===== config.mk =====
export PLATFORM = sky130hd
export DESIGN_NAME = eth_mii_tx_framer_flat
export DESIGN_NICKNAME = d
export VERILOG_FILES = /design/src/rtl/eth_mii_tx_framer_if.sv /design/src/rtl/eth_mii_tx_framer.sv /design/src/flat_wrapper.sv
export SDC_FILE = /design/constraint.sdc
export NUM_CORES = 1
export LEC_CHECK = 0
export CAP_MARGIN = 20
export CORE_MARGIN = 3
export CORE_UTILIZATION = 43
export CTS_CLUSTER_SIZE = 28
export DETAILED_ROUTE_END_ITERATION = 10
export PLACE_DENSITY = 0.59
export SLEW_MARGIN = 20
export SYNTH_ARGS = -nofsm -noshare
export SYNTH_HDL_FRONTEND = slang
export SYNTH_SLANG_ARGS = --single-unit

===== constraint.sdc =====
create_clock -name MTxClk -period 3.3 [get_ports MTxClk]
set_input_delay 0.495 -clock MTxClk [delete_from_list [all_inputs] [get_ports MTxClk]]
set_output_delay 0.495 -clock MTxClk [all_outputs]
set_load 0.02 [all_outputs]

===== src/rtl/eth_mii_tx_framer_if.sv =====
// Byte-stream handshake plus MII transmit pins of the Ethernet TX framer.
// The master is the TX DMA/FIFO side and the slave is the framer.
interface eth_mii_tx_framer_if;
    logic [7:0] tx_data;
    logic       tx_valid;
    logic       tx_last;
    logic       tx_ready;
    logic       tx_abort;
    logic       MTxEn;
    logic [3:0] MTxD;
    logic       MTxErr;
    logic       tx_busy;
    logic       tx_done;

    modport master (
        output tx_data, tx_valid, tx_last, tx_abort,
        input  tx_ready, MTxEn, MTxD, MTxErr, tx_busy, tx_done
    );

    modport slave (
        input  tx_data, tx_valid, tx_last, tx_abort,
        output tx_ready, MTxEn, MTxD, MTxErr, tx_busy, tx_done
    );
endinterface


===== src/rtl/eth_mii_tx_framer.sv =====
// MII transmit framer: preamble/SFD, payload nibbles, optional zero padding,
// CRC-32 FCS and inter-frame gap, with abort/underrun signalled on MTxErr.
module eth_mii_tx_framer #(
    parameter int PREAMBLE_NIBBLES  = 15,
    parameter int IFG_NIBBLES       = 24,
    parameter int MIN_PAYLOAD_BYTES = 60,
    parameter bit PAD_EN            = 1'b1
) (
    input logic               MTxClk,
    input logic               prstn_i,
    eth_mii_tx_framer_if.slave tx
);

    typedef enum logic [3:0] {
        IDLE, PREAMBLE, SFD, DATA_LO, DATA_HI, PAD_LO, PAD_HI, FCS, IFG
    } state_t;

    state_t      state_r;
    logic        mtx_en_r;
    logic [3:0]  mtxd_r;
    logic        mtx_err_r;
    logic        tx_ready_r;
    logic        tx_busy_r;
    logic        tx_done_r;
    logic [31:0] crc_r;
    logic [31:0] fcs_sh_r;
    logic [7:0]  byte_r;
    logic        last_r;
    logic [10:0] byte_cnt_r;
    logic [15:0] cnt_r;

    logic        hs_s;
    logic        abort_s;
    logic [10:0] byte_cnt_inc_s;
    logic [31:0] crc_byte_s;
    logic [31:0] crc_pad_s;
    logic [31:0] fcs_byte_s;
    logic [31:0] fcs_pad_s;

    // Reflected CRC-32 (poly 0xEDB88320) advanced by one byte, LSB first.
    function automatic logic [31:0] crc32_byte(input logic [31:0] crc_in, input logic [7:0] data);
        logic [31:0] c;
        c = crc_in;
        for (int i = 0; i < 8; i++) begin
            if (c[0] ^ data[i]) begin
                c = (c >> 1) ^ 32'hEDB88320;
            end else begin
                c = c >> 1;
            end
        end
        return c;
    endfunction

    assign hs_s           = tx.tx_valid & tx_ready_r;
    assign abort_s        = tx.tx_abort & (state_r != IDLE) & (state_r != IFG);
    assign byte_cnt_inc_s = (byte_cnt_r == 11'd2047) ? byte_cnt_r : byte_cnt_r + 11'd1;
    assign crc_byte_s     = crc32_byte(crc_r, byte_r);
    assign crc_pad_s      = crc32_byte(crc_r, 8'h00);
    assign fcs_byte_s     = ~crc_byte_s;
    assign fcs_pad_s      = ~crc_pad_s;

    assign tx.tx_ready = tx_ready_r;
    assign tx.MTxEn    = mtx_en_r;
    assign tx.MTxD     = mtxd_r;
    assign tx.MTxErr   = mtx_err_r;
    assign tx.tx_busy  = tx_busy_r;
    assign tx.tx_done  = tx_done_r;

    // Framing state machine; every output is set on the edge that enters the state it belongs to.
    always_ff @(posedge MTxClk or negedge prstn_i) begin
        if (!prstn_i) begin
            state_r    <= IDLE;
            mtx_en_r   <= 1'b0;
            mtxd_r     <= 4'h0;
            mtx_err_r  <= 1'b0;
            tx_ready_r <= 1'b0;
            tx_busy_r  <= 1'b0;
            tx_done_r  <= 1'b0;
            crc_r      <= 32'hFFFF_FFFF;
            fcs_sh_r   <= 32'h0;
            byte_r     <= 8'h00;
            last_r     <= 1'b0;
            byte_cnt_r <= 11'd0;
            cnt_r      <= 16'd0;
        end else begin
            tx_done_r <= 1'b0;
            if (abort_s) begin
                state_r    <= IFG;
                mtx_err_r  <= 1'b1;
                mtx_en_r   <= 1'b1;
                mtxd_r     <= 4'h0;
                tx_ready_r <= 1'b0;
                crc_r      <= 32'hFFFF_FFFF;
                cnt_r      <= 16'd0;
            end else begin
                case (state_r)
                    IDLE: begin
                        tx_ready_r <= 1'b1;
                        if (hs_s) begin
                            byte_r     <= tx.tx_data;
                            last_r     <= tx.tx_last;
                            byte_cnt_r <= 11'd0;
                            tx_busy_r  <= 1'b1;
                            tx_ready_r <= 1'b0;
                            mtx_en_r   <= 1'b1;
                            mtxd_r     <= 4'h5;
                            cnt_r      <= 16'd0;
                            state_r    <= PREAMBLE;
                        end else begin
                            state_r <= IDLE;
                        end
                    end
                    PREAMBLE: begin
                        if (cnt_r == 16'(PREAMBLE_NIBBLES - 1)) begin
                            mtxd_r  <= 4'hD;
                            state_r <= SFD;
                        end else begin
                            cnt_r <= cnt_r + 16'd1;
                        end
                    end
                    SFD: begin
                        mtxd_r  <= byte_r[3:0];
                        state_r <= DATA_LO;
                    end
                    DATA_LO: begin
                        mtxd_r     <= byte_r[7:4];
                        tx_ready_r <= ~last_r;
                        state_r    <= DATA_HI;
                    end
                    DATA_HI: begin
                        crc_r      <= crc_byte_s;
                        byte_cnt_r <= byte_cnt_inc_s;
                        tx_ready_r <= 1'b0;
                        if (last_r) begin
                            if (PAD_EN && (byte_cnt_inc_s < 11'(MIN_PAYLOAD_BYTES))) begin
                                mtxd_r  <= 4'h0;
                                state_r <= PAD_LO;
                            end else begin
                                mtxd_r   <= fcs_byte_s[3:0];
                                fcs_sh_r <= fcs_byte_s >> 4;
                                cnt_r    <= 16'd0;
                                state_r  <= FCS;
                            end
                        end else if (hs_s) begin
                            byte_r  <= tx.tx_data;
                            last_r  <= tx.tx_last;
                            mtxd_r  <= tx.tx_data[3:0];
                            state_r <= DATA_LO;
                        end else begin
                            // Source starved the byte stream mid-frame: treated as an abort.
                            mtx_err_r <= 1'b1;
                            mtxd_r    <= 4'h0;
                            crc_r     <= 32'hFFFF_FFFF;
                            cnt_r     <= 16'd0;
                            state_r   <= IFG;
                        end
                    end
                    PAD_LO: begin
                        mtxd_r  <= 4'h0;
                        state_r <= PAD_HI;
                    end
                    PAD_HI: begin
                        crc_r      <= crc_pad_s;
                        byte_cnt_r <= byte_cnt_inc_s;
                        if (byte_cnt_inc_s >= 11'(MIN_PAYLOAD_BYTES)) begin
                            mtxd_r   <= fcs_pad_s[3:0];
                            fcs_sh_r <= fcs_pad_s >> 4;
                            cnt_r    <= 16'd0;
                            state_r  <= FCS;
                        end else begin
                            mtxd_r  <= 4'h0;
                            state_r <= PAD_LO;
                        end
                    end
                    FCS: begin
                        if (cnt_r == 16'd7) begin
                            mtx_en_r  <= 1'b0;
                            mtxd_r    <= 4'h0;
                            tx_done_r <= 1'b1;
                            crc_r     <= 32'hFFFF_FFFF;
                            cnt_r     <= 16'd0;
                            state_r   <= IFG;
                        end else begin
                            mtxd_r   <= fcs_sh_r[3:0];
                            fcs_sh_r <= fcs_sh_r >> 4;
                            cnt_r    <= cnt_r + 16'd1;
                        end
                    end
                    IFG: begin
                        // The error cycle of an abort is not part of the idle gap.
                        if (mtx_err_r) begin
                            mtx_err_r <= 1'b0;
                            mtx_en_r  <= 1'b0;
                        end else if (cnt_r == 16'(IFG_NIBBLES - 1)) begin
                            tx_ready_r <= 1'b1;
                            tx_busy_r  <= 1'b0;
                            cnt_r      <= 16'd0;
                            state_r    <= IDLE;
                        end else begin
                            cnt_r <= cnt_r + 16'd1;
                        end
                    end
                    default: begin
                        mtx_en_r   <= 1'b0;
                        mtxd_r     <= 4'h0;
                        mtx_err_r  <= 1'b0;
                        tx_ready_r <= 1'b0;
                        tx_busy_r  <= 1'b0;
                        crc_r      <= 32'hFFFF_FFFF;
                        state_r    <= IDLE;
                    end
                endcase
            end
        end
    end

endmodule


===== src/flat_wrapper.sv =====
// flat-port wrapper written by rule: the top's interface ports become plain ports
module eth_mii_tx_framer_flat 
#(
    parameter int PREAMBLE_NIBBLES  = 15,
    parameter int IFG_NIBBLES       = 24,
    parameter int MIN_PAYLOAD_BYTES = 60,
    parameter bit PAD_EN            = 1'b1
)
  (MTxClk, prstn_i, tx_tx_data, tx_tx_valid, tx_tx_last, tx_tx_abort, tx_tx_ready, tx_MTxEn, tx_MTxD, tx_MTxErr, tx_tx_busy, tx_tx_done);
  eth_mii_tx_framer_if tx_i ();
  input logic MTxClk;
  input logic prstn_i;
  input wire logic [$bits(tx_i.tx_data)-1:0] tx_tx_data;
  input wire logic [$bits(tx_i.tx_valid)-1:0] tx_tx_valid;
  input wire logic [$bits(tx_i.tx_last)-1:0] tx_tx_last;
  input wire logic [$bits(tx_i.tx_abort)-1:0] tx_tx_abort;
  output wire logic [$bits(tx_i.tx_ready)-1:0] tx_tx_ready;
  output wire logic [$bits(tx_i.MTxEn)-1:0] tx_MTxEn;
  output wire logic [$bits(tx_i.MTxD)-1:0] tx_MTxD;
  output wire logic [$bits(tx_i.MTxErr)-1:0] tx_MTxErr;
  output wire logic [$bits(tx_i.tx_busy)-1:0] tx_tx_busy;
  output wire logic [$bits(tx_i.tx_done)-1:0] tx_tx_done;
  assign tx_i.tx_data = tx_tx_data;
  assign tx_i.tx_valid = tx_tx_valid;
  assign tx_i.tx_last = tx_tx_last;
  assign tx_i.tx_abort = tx_tx_abort;
  assign tx_tx_ready = tx_i.tx_ready;
  assign tx_MTxEn = tx_i.MTxEn;
  assign tx_MTxD = tx_i.MTxD;
  assign tx_MTxErr = tx_i.MTxErr;
  assign tx_tx_busy = tx_i.tx_busy;
  assign tx_tx_done = tx_i.tx_done;
  eth_mii_tx_framer #(.PREAMBLE_NIBBLES(PREAMBLE_NIBBLES), .IFG_NIBBLES(IFG_NIBBLES), .MIN_PAYLOAD_BYTES(MIN_PAYLOAD_BYTES), .PAD_EN(PAD_EN)) u_core (.MTxClk(MTxClk), .prstn_i(prstn_i), .tx(tx_i));
endmodule

==> impl_metrics.toml, run 1 <==
# physical design summary
[global_routing]
grt.overflow.total = 0
grt_pass1_wl_um = 33500

[synthesis]
ys_ff = 109
yosys.stat.seqShare = 0.373
ys_cells = 784
synth_area_um2 = 7430
postSynthCellCount = 784
synth_warnings = 0
ys_async_sr_fraction = 1.00
muxShareOfSynthArea = 0.0669
yosysTopAreaCell = "dfrtp_1"
synthTopCellsByCount = "xnor2_1, dfrtp_1, nor2_1, nand2_1, a21oi_1"
ys_types = 75
ff_type = "dfrtp_1"

[route]
first_pass_iters = 5
routedWlPerCell_um = 20.3
route.met2.wl_um = 10100
ant_nets = 0
top_layer = "met4"

[die]
die-area_um2 = 18900
core_area_um2 = 16800
nWellTaps = 220
io-pin-count = 22

[cells_and_area]
seq_cells = 109
utilization = 0.487
stdcell_count = 1013
final-comb-area_um2 = 4300
diodes = 0
largest-register = "u_core.crc_r"
clockNetworkAreaShare = 0.0377
signal_buffers = 51
fin_nets = 804
area_growth_pct = 9.86
largestRegisters = "u_core.crc_r x32, u_core.fcs_sh_r x28, u_core.cnt_r x16"

[pwr]
switching_share = 0.459
pg_comb_mw = 5.66
sequentialPower_mw = 1.96
p_leak_nw = 3.18
ir_drop_mv = 0.750
clockPowerShare = 0.132
p_seq_frac = 0.224
p_comb_frac = 0.645
finalPower_mw = 8.78

[critical_path]
r2r_cells = 8
cp-startpoint = "u_core.byte_cnt_r[0]$_DFFE_PN0P_"
path_max_fanout = 28
cp.depth = 8

[clock_tree]
cts_tree = "built"
htreeDepth = 3
clock_latency_ps = 360

[worst_hold_path]
min_path_type = "in -> async"

[flow_run]
warnings = 27

[placed_design]
port_buffers = 21
place_congestion = 0.934

[run_status]
status = "completed"

[final_timing]
max-slew-margin-rel = 0.432
run_1/cell_density.png
14 x 14 tiles, from white (low) to dark blue (high), 0 to 100% covered.
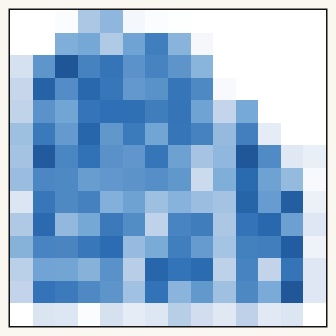
nearly empty tiles = 18%
fullest tile = 85%
emptiest ninth of the die = upper right
tiles over 75% full = 8.2%
mean over tiles = 42%

run_1/layer_met3.png
The bar under the picture is 50 µm long.
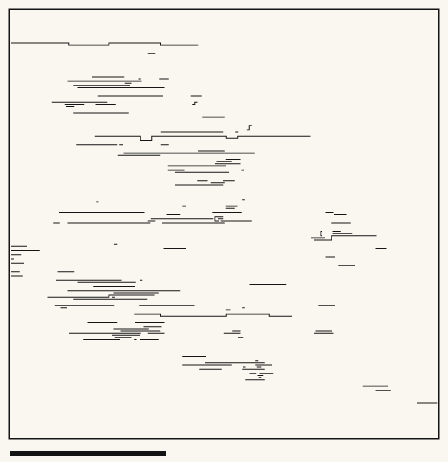
share of all routed wire = 5.9%
nets with wire on the layer = 82
main direction = horizontal
met3 Use GR: 0.0387
DRT Wirelength: 20600 µm

run_1/placement_by_type.png
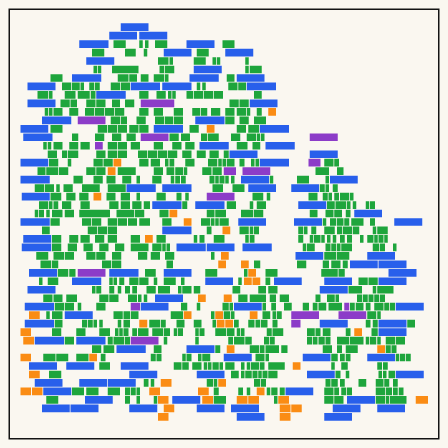
combinational and other logic -> green  # cells 617, share of their area 55%
clock drivers and dummy loads -> purple  # cells 16, share of their area 3.9%
sequential cells -> blue  # cells 109, share of their area 35%
remaining buffers and delay cells -> orange  # cells 51, share of their area 5.5%

run_1/placement.png
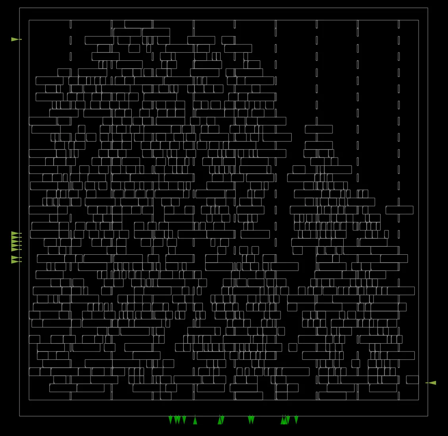

==> run 2: changes to the inputs <==
DONT_BUFFER_PORTS = 1   (was not set)
PLACE_DENSITY = 0.58   (was 0.59)
run_2/placement.png
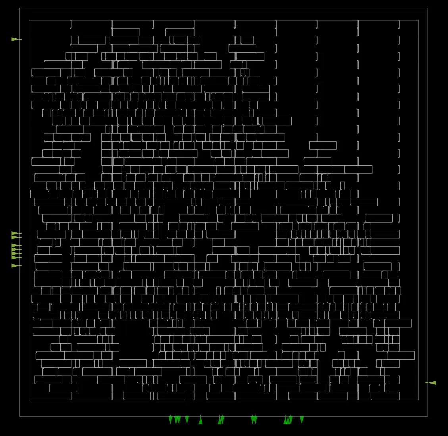
Seq cells: 109
final core utilization: 0.474
row count: 47
CORE AREA: 16800 µm²
Tapcells: 220

run_2/flops_by_reg.png
The bar under the picture is 50 µm long. Other sequential cells in the stronger gray, the rest of the logic in the fainter gray.
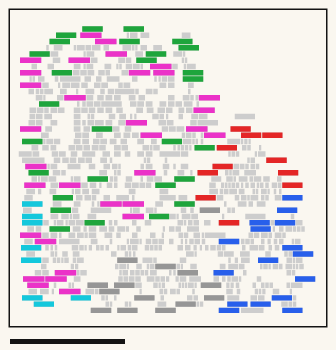
`u_core.crc_r` -> magenta  # flops 32
`u_core.byte_r` -> cyan  # flops 8, where lower left
`u_core.byte_cnt_r` -> red  # flops 11, where middle right
`u_core.cnt_r` -> blue  # flops 16, where lower right
`u_core.fcs_sh_r` -> green  # flops 28
not colored = 14
P_seq: 2.02 mW
flop share of the area: 0.349
storage element area: 2770 µm²

==> run 2 against run 1 <==
Effect of this change: sequential share of layout area rose by 0.95 points; non-clock buffer count fell by 25; synthesized area did not move; utilization fell by 1.3 points; via count rose by 0.99%; die size did not move; clock-buffer cell count did not move; clock power fell by 6%; critical path type unchanged; largest power group unchanged; combinational power fell by 4.1%.
==> impl_metrics.toml, run 2 <==
# physical design summary
[cells_and_area]
diodes = 0
fin_nets = 779
signal_buffers = 26
final-comb-area_um2 = 4300
layout.nonclk_buf_frac = 0.0287
largest-register = "u_core.crc_r"
stdcell_count = 988
nClkBuffers = 9
final_area_um2 = 7940
sh_comb_area = 0.542
clockNetworkAreaShare = 0.0370
area_growth_pct = 6.86
largestRegisters = "u_core.crc_r x32, u_core.fcs_sh_r x28, u_core.cnt_r x16"

[pwr]
power_density_nw_per_um2 = 1080
finalPower_mw = 8.54
p_comb_frac = 0.636
pg_comb_mw = 5.43
p_seq_frac = 0.236
switching_share = 0.466
power_leader = "combinational logic"
clockPowerShare = 0.128
ir_drop_mv = 0.722
p_leak_nw = 3.08

[critical_path]
cp.depth = 8
criticalPathCategory = "reg -> reg"
path_max_fanout = 28
start_kind = "flop"
crit_path_max_incr_delay_ps = 560
r2r_cells = 8
cp-startpoint = "u_core.byte_cnt_r[0]$_DFFE_PN0P_"

[final_timing]
max-slew-margin-rel = 0.377
maxSlewViolCount = 0
setup_viol = 0

[synthesis]
ys_ff = 109
postSynthCellCount = 784
synthTopCellsByArea = "dfrtp_1, dfstp_2, xnor2_1"
synthTopCellsByCount = "xnor2_1, dfrtp_1, nor2_1, nand2_1, a21oi_1"
yosys.stat.seqShare = 0.373
synth_area_um2 = 7430
synth_warnings = 0
yosysTopAreaCell = "dfrtp_1"
ys_types = 75
ys_async_sr_fraction = 1.00
muxShareOfSynthArea = 0.0669
ff_type = "dfrtp_1"
ys_cells = 784

[clock_tree]
cts-root-buf = "clkbuf_16"
clock_latency_ps = 370
cts_tree = "built"
htreeDepth = 3
cts_sinks = 109
post_cts_buffers = 0

[global_routing]
grt.overflow.total = 0
grt_pass1_wl_um = 33400
met3_usage = 0.0453

[placed_design]
place_congestion = 0.935
hpwlAfterDp_um = 14200
port_buffers = 0

[route]
route.met2.wl_um = 9870
first_pass_iters = 5
wl_met1_um = 8720
top_layer = "met4"
routed_wl_um = 20500
routedWlPerCell_um = 20.7
ant_nets = 0

[die]
initial_utilization = 0.443
dieWidth_um = 137
io-pin-count = 22
die-area_um2 = 18900

[flow_run]
warnings = 29

[worst_hold_path]
min_path_type = "in -> async"

[run_status]
status = "completed"
==> run 3: changes to the inputs <==
==> constraint.sdc (replaced) <==
create_clock -name MTxClk -period 3.3 [get_ports MTxClk]
set_input_delay 0.495 -clock MTxClk [delete_from_list [all_inputs] [get_ports MTxClk]]
set_output_delay 0.495 -clock MTxClk [all_outputs]
set_load 0.01 [all_outputs]
run_3/flops_by_reg.png
The bar under the picture is 50 µm long. Other sequential cells in the stronger gray, the rest of the logic in the fainter gray.
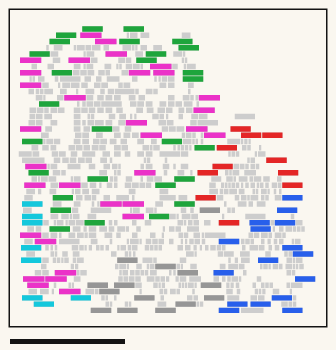
`u_core.byte_r` -> cyan  # flops 8, where lower left
`u_core.cnt_r` -> blue  # flops 16, where lower right
`u_core.byte_cnt_r` -> red  # flops 11, where middle right
`u_core.fcs_sh_r` -> green  # flops 28
`u_core.crc_r` -> magenta  # flops 32

==> run 3 against run 2 <==
Effect of this change: flip-flop count unchanged; utilization did not move; global-route usage unchanged; via count stayed put; first-iteration DRC count stayed put; sequential share of layout area unchanged; non-clock buffer count unchanged; cell count is the same; worst hold slack did not move.
==> impl_metrics.toml, run 3 <==
# physical design summary
[pwr]
clockPowerShare = 0.128
switching_share = 0.464
power_leader = "combinational logic"
p_seq_frac = 0.233
p_comb_frac = 0.638
finalPower_mw = 8.51
p_leak_nw = 3.08
ir_drop_mv = 0.722
power_density_nw_per_um2 = 1070
pg_comb_mw = 5.43

[clock_tree]
post_cts_buffers = 0
clock_latency_ps = 370
cts-root-buf = "clkbuf_16"
cts_tree = "built"

[cells_and_area]
utilization = 0.474
diodes = 0
fin_nets = 779
largestRegisters = "u_core.crc_r x32, u_core.fcs_sh_r x28, u_core.cnt_r x16"
seq_cells = 109
nClkBuffers = 9
area_growth_pct = 6.86
clockNetworkAreaShare = 0.0370
signal_buffers = 26
layout.nonclk_buf_frac = 0.0287
largest-register = "u_core.crc_r"
seq-cell-share = 0.349

[die]
initial_utilization = 0.443
dieWidth_um = 137
core_area_um2 = 16800
io-pin-count = 22
nWellTaps = 220

[critical_path]
r2r_cells = 8
path_max_fanout = 28
criticalPathCategory = "reg -> reg"
cp-startpoint = "u_core.byte_cnt_r[0]$_DFFE_PN0P_"

[synthesis]
ys_cells = 784
muxShareOfSynthArea = 0.0669
synth_warnings = 0
ys_async_sr_fraction = 1.00
yosysTopAreaCell = "dfrtp_1"
synth_area_um2 = 7430
ys_types = 75
ff_type = "dfrtp_1"

[route]
routedWlPerCell_um = 20.7
first_pass_iters = 5
ant_nets = 0
wl_met1_um = 8720
routed_wl_um = 20500
route.met2.wl_um = 9870
top_layer = "met4"

[placed_design]
place_congestion = 0.935
hpwlAfterDp_um = 14200

[worst_hold_path]
min_path_type = "in -> async"

[global_routing]
grt_pass1_wl_um = 33400

[final_timing]
max-slew-margin-rel = 0.377
maxSlewViolCount = 0

[run_status]
status = "completed"
run_3/cell_density.png
14 x 14 tiles, from white (low) to dark blue (high), 0 to 100% covered.
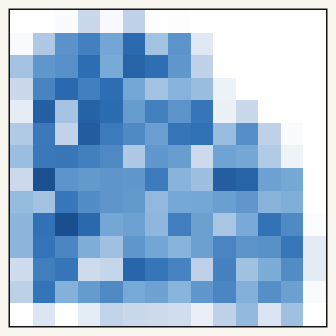
emptiest ninth of the die = upper right
nearly empty tiles = 17%
fullest tile = 88%

No activity file was given, so power comes from the tool's default toggle rates.
